m1.png
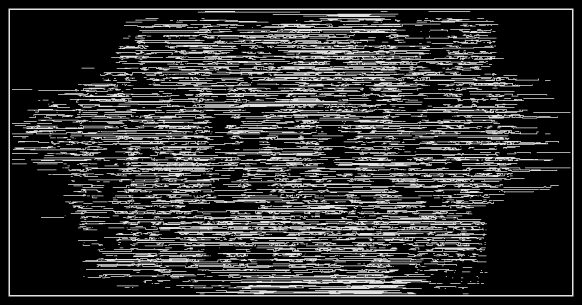
m2.png
Scale bar: 100 um.
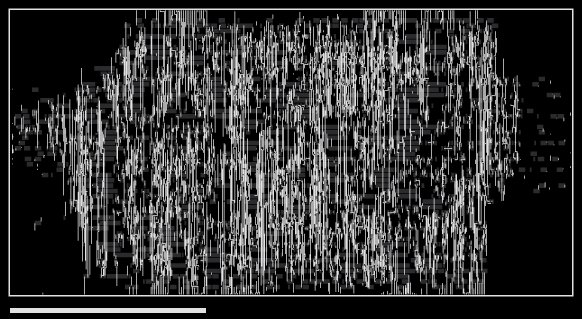
m4.png
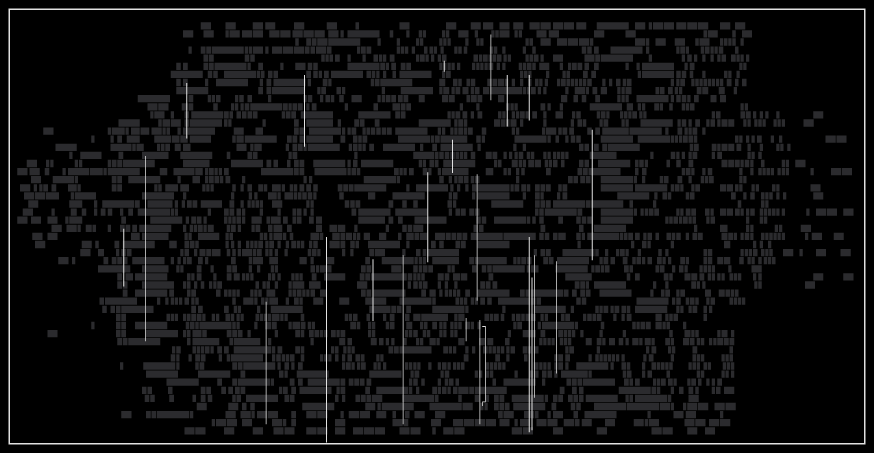
congestion_map.png
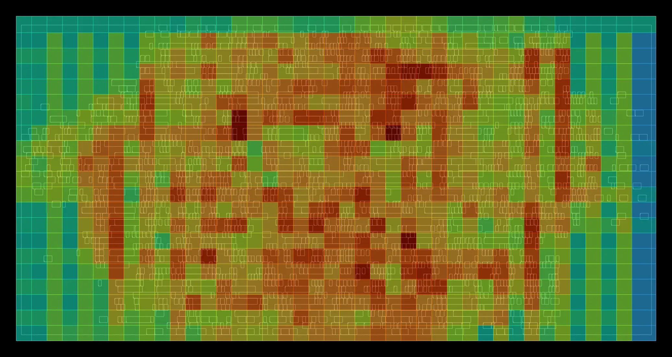
m3.png
Scale bar: 100 um.
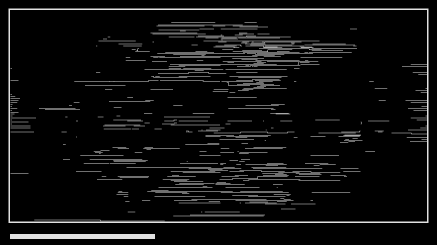
### config.mk
export PLATFORM = sky130hd
export DESIGN_NAME = rf_writeback_queue
export DESIGN_NICKNAME = d
export VERILOG_FILES = /design/src/rtl/rf_writeback_queue.sv
export SDC_FILE = /design/constraint.sdc
export NUM_CORES = 1
export LEC_CHECK = 0
export ABC_AREA = 1
export CAP_MARGIN = 15
export CORE_ASPECT_RATIO = 0.5
export CORE_MARGIN = 2
export CORE_UTILIZATION = 35
export CTS_CLUSTER_DIAMETER = 120
export CTS_CLUSTER_SIZE = 24
export DETAILED_ROUTE_END_ITERATION = 8
export HOLD_SLACK_MARGIN = 0.06
export PLACE_DENSITY = 0.59
export SLEW_MARGIN = 10
export SYNTH_ARGS = -nofsm -noshare
export SYNTH_HDL_FRONTEND = slang
export SYNTH_SLANG_ARGS = --single-unit
### constraint.sdc
create_clock -name clk -period 6.4 [get_ports clk]
set_input_delay 0.96 -clock clk [delete_from_list [all_inputs] [get_ports clk]]
set_output_delay 0.96 -clock clk [all_outputs]
set_load 0.01 [all_outputs]
### src/rtl/rf_writeback_queue.sv
// rf_writeback_queue
//   In-order write-back queue feeding the register bank's single write port.
//   Accepts results from the memory stage and the ALU (mem is older when both
//   arrive together), retires at most one entry per cycle unless held, and
//   exposes two forwarding lookups over the pending (not yet written) entries.
//
// Ports
//   clk, reset                   clock, synchronous active-high reset
//   mem_valid/mem_ready          memory-result handshake, mem_addr/mem_data payload
//   alu_valid/alu_ready          ALU-result handshake, alu_addr/alu_data payload
//   hold                         stalls retirement (never acceptance)
//   rf_write/rf_addr_d/rf_data   register-bank write port (head of queue)
//   fwd_addr_x -> fwd_hit_x/fwd_data_x   youngest pending value for an address
//   count                        occupied entries, 0..DEPTH
module rf_writeback_queue #(
   parameter int unsigned DEPTH  = 4,
   parameter int unsigned DATA_W = 32,
   parameter int unsigned ADDR_W = 5
) (
   input  logic                     clk,
   input  logic                     reset,
   input  logic                     mem_valid,
   output logic                     mem_ready,
   input  logic [ADDR_W-1:0]        mem_addr,
   input  logic [DATA_W-1:0]        mem_data,
   input  logic                     alu_valid,
   output logic                     alu_ready,
   input  logic [ADDR_W-1:0]        alu_addr,
   input  logic [DATA_W-1:0]        alu_data,
   input  logic                     hold,
   output logic                     rf_write,
   output logic [ADDR_W-1:0]        rf_addr_d,
   output logic [DATA_W-1:0]        rf_data,
   input  logic [ADDR_W-1:0]        fwd_addr_a,
   input  logic [ADDR_W-1:0]        fwd_addr_b,
   output logic                     fwd_hit_a,
   output logic                     fwd_hit_b,
   output logic [DATA_W-1:0]        fwd_data_a,
   output logic [DATA_W-1:0]        fwd_data_b,
   output logic [$clog2(DEPTH):0]   count
);

   localparam int unsigned PTR_W = $clog2(DEPTH);
   localparam int unsigned CNT_W = PTR_W + 1;

   logic [ADDR_W-1:0] addr_q [DEPTH];
   logic [DATA_W-1:0] data_q [DEPTH];
   logic [PTR_W-1:0]  rd_ptr_q, rd_ptr_d;
   logic [PTR_W-1:0]  wr_ptr_q, wr_ptr_d;
   logic [PTR_W-1:0]  alu_slot;
   logic [CNT_W-1:0]  count_q, count_d;
   logic              mem_enq, alu_enq, retire;

   // Readiness looks only at the registered count; a retirement in the same
   // cycle does not free a slot until the next cycle.
   always_comb begin
      mem_ready = !reset && (count_q <= CNT_W'(DEPTH - 1));
      alu_ready = !reset && ((count_q <= CNT_W'(DEPTH - 2)) ||
                             ((count_q == CNT_W'(DEPTH - 1)) && !mem_valid));
   end

   // Writes to register 0 complete the handshake but are dropped here.
   always_comb begin
      mem_enq  = mem_valid && mem_ready && (mem_addr != '0);
      alu_enq  = alu_valid && alu_ready && (alu_addr != '0);
      retire   = (count_q != '0) && !hold;
      // ALU lands behind the mem entry only if the mem entry was kept.
      alu_slot = wr_ptr_q + PTR_W'(mem_enq);
      wr_ptr_d = wr_ptr_q + PTR_W'(mem_enq) + PTR_W'(alu_enq);
      rd_ptr_d = rd_ptr_q + PTR_W'(retire);
      count_d  = count_q + CNT_W'(mem_enq) + CNT_W'(alu_enq) - CNT_W'(retire);
   end

   always_ff @(posedge clk) begin
      if (reset) begin
         count_q  <= '0;
         rd_ptr_q <= '0;
         wr_ptr_q <= '0;
         for (int unsigned i = 0; i < DEPTH; i++) begin
            addr_q[i] <= '0;
            data_q[i] <= '0;
         end
      end else begin
         count_q  <= count_d;
         rd_ptr_q <= rd_ptr_d;
         wr_ptr_q <= wr_ptr_d;
         if (mem_enq) begin
            addr_q[wr_ptr_q] <= mem_addr;
            data_q[wr_ptr_q] <= mem_data;
         end
         if (alu_enq) begin
            addr_q[alu_slot] <= alu_addr;
            data_q[alu_slot] <= alu_data;
         end
      end
   end

   // Head of queue drives the bank; when empty the stale slot is visible but
   // rf_write stays low.
   always_comb begin
      rf_write  = retire;
      rf_addr_d = addr_q[rd_ptr_q];
      rf_data   = data_q[rd_ptr_q];
      count     = count_q;
   end

   // Scan oldest to youngest so the last match (youngest) wins. The head is
   // included even when it retires this cycle.
   always_comb begin
      fwd_hit_a  = 1'b0;
      fwd_hit_b  = 1'b0;
      fwd_data_a = '0;
      fwd_data_b = '0;
      for (int unsigned i = 0; i < DEPTH; i++) begin
         if (CNT_W'(i) < count_q) begin
            if ((fwd_addr_a != '0) && (addr_q[rd_ptr_q + PTR_W'(i)] == fwd_addr_a)) begin
               fwd_hit_a  = 1'b1;
               fwd_data_a = data_q[rd_ptr_q + PTR_W'(i)];
            end
            if ((fwd_addr_b != '0) && (addr_q[rd_ptr_q + PTR_W'(i)] == fwd_addr_b)) begin
               fwd_hit_b  = 1'b1;
               fwd_data_b = data_q[rd_ptr_q + PTR_W'(i)];
            end
         end
      end
   end

endmodule

==> impl_metrics.json <==
{
  "die_w_um": 286.8,
  "gp_congestion": 0.9171,
  "dr.first_iter.drc_count": 2012,
  "slew_viol_final": 0,
  "period_needed_ns": 5.643,
  "crit_family": "buffers and inverters",
  "fin_crit_sh_pct": 88.18,
  "r2r_slack_ns": 2.91,
  "combGateArea_um2": 7707,
  "worstHoldStart": "count[0]$_SDFF_PP0_",
  "hold_class": "flop to flop",
  "io_pins": 198,
  "crit_path_top_delay_cell": "buf_12",
  "async_flop_share_pct": 0,
  "vias_per_cell": 5.338,
  "tightest_slew_ns": 1.027,
  "worst_r2r_startpoint": "count[2]$_SDFF_PP0_",
  "chipHeight_um": 145.4,
  "layout.nonclk_buf_share_pct": 13.73,
  "worstPathRequired_ns": 5.44,
  "relSlewSlack_pct": 31.30,
  "p_leak_uw": 0.007305,
  "yosysUniqueCellTypes": 32,
  "total_power_uw": 6707,
  "critPathMaxFanout": 254,
  "grt_pass1_wl_um": 85860,
  "criticalPathCategory": "flop to output pin",
  "tns_ns": 0,
  "holdWs_ns": 0.7066,
  "postCtsHoldBufs": 0,
  "synthCells": 2266,
  "met2_length_um": 22300,
  "cts.sinks": 155,
  "drc": 0,
  "clockBufferDepth": 2,
  "fp_nets": 2363,
  "worstPathBufferInverterCount": 4,
  "seq_share_pct": 27.31,
  "synth_seq_share_pct": 32.76,
  "core_area_um2": 39180,
  "cts-resized-gates": 0,
  "logic_gate_count": 1696,
  "seq_cell_count": 155,
  "comb_share_pct": 45.87,
  "area_growth_pct": 20.08,
  "cpPeakStageDelay_ns": 0.54,
  "post_cts_buffers": 0,
  "grt_setup_unrepaired": "no",
  "io_buffers": 197,
  "worst_slack_ns": 0.7565,
  "critical_path.startpoint": "rd_ptr_q[0]$_SDFF_PP0_",
  "outcome": "completed",
  "clockBufferCount": 18,
  "crit_end": "fwd_data_b[0]",
  "clockNetworkAreaShare_pct": 3.604,
  "top_register": "data_q",
  "drv_cap": 0,
  "final_nets": 2443,
  "cts_made_buffers": 17,
  "largest_reg_flops": 128,
  "rows": 51,
  "endpoint_kind": "output pin",
  "dieArea_um2": 41690,
  "nFillCells": 4052,
  "ys_cells": 2266,
  "mostFrequentLayoutCells": "nand2_1, o21ai_0, nand3_1",
  "grt_max_degree": 255,
  "syn_area_um2": 13990,
  "antenna_found_initial": 2,
  "cp_data_arrival_time_ns": 4.68,
  "cts-root-buf": "clkbuf_16",
  "dpl_cell_area_um2": 16190,
  "max_freq_ghz": 0.1772,
  "top_layer_used": "met4",
  "p_per_area_nw_per_um2": 399.2,
  "clk_pin_slew_ns": 0.06,
  "postSynthAreaPerCell_um2": 6.175,
  "nNonClkBuffers": 230,
  "ys_seq_elements": 155,
  "netlist.area_leader.share_pct": 31.76,
  "ff_type": "edfxtp_1",
  "setup_viol": 0,
  "firstDrtPassIters": 6,
  "grt_pass1_vias": 13700,
  "rr_endpoint": "data_q[0][14]$_DFFE_PP_",
  "num_tap_cells": 530,
  "final_common_cell": "nand2_1"
}
Notes on m1.png above:
The longest straight run is 64.4 um. The layer holds 48% of the routed length. The layer carries 27.0 mm of wire. 2,285 nets have wire on it. The wires run mostly horizontal.
Vias: 15,430
met1 Track Usage GR: 42.54%
Routed Wire Length: 56,050 um

Notes on m2.png above:
The layer carries 22.3 mm of wire. 1,698 nets have wire on it.
M2 GR Usage: 36.57%

Notes on m4.png above:
The longest straight run is 68.7 um. 18 nets have wire on it. The wires run mostly vertical. The layer holds 1.4% of the routed length.

Notes on congestion_map.png above:
Core Util, Final: 42.88%
GRT Total Usage: 26.73%
grt met3 use: 5.031%
gr busiest metal: met1
Avg WL per Cell: 19.40 um

Notes on m3.png above:
The longest straight run is 79.6 um. The layer carries 5,960 um of wire. The layer holds 11% of the routed length.

==> power breakdown <==
| group | leakage, uW | internal [uW] | total [uW] | switching, uW |
|---|---|---|---|---|
| registers | 0.00160 | 1410 | 1540 | 129 |
| logic | 0.00542 | 1260 | 4090 | 2840 |
| clock network | 0.000293 | 646 | 1070 | 428 |
==> kinds of logic (layout without fill, tap and decap cells) <==
family	Yosys count	count (layout)	share of synthesized area [%]
compound gates	431	431	15.56
xor+xnor	11	11	0.6886
fa+ha+maj	8	8	0.8227
buf+inv	415	507	12.57
flops	155	155	32.76
other cells	0	2	0
simple gates	1246	1246	37.59
==> tightest hold or removal path: cells and delay by family, from the launching register on <==
family / cells / cell delay [ns]
buf+inv: 1 / 0.11
fa+ha+maj: 1 / 0.18
flops: 1 / 0.34
simple gates: 1 / 0.04
No activity file was given, so power comes from the tool's default toggle rates.
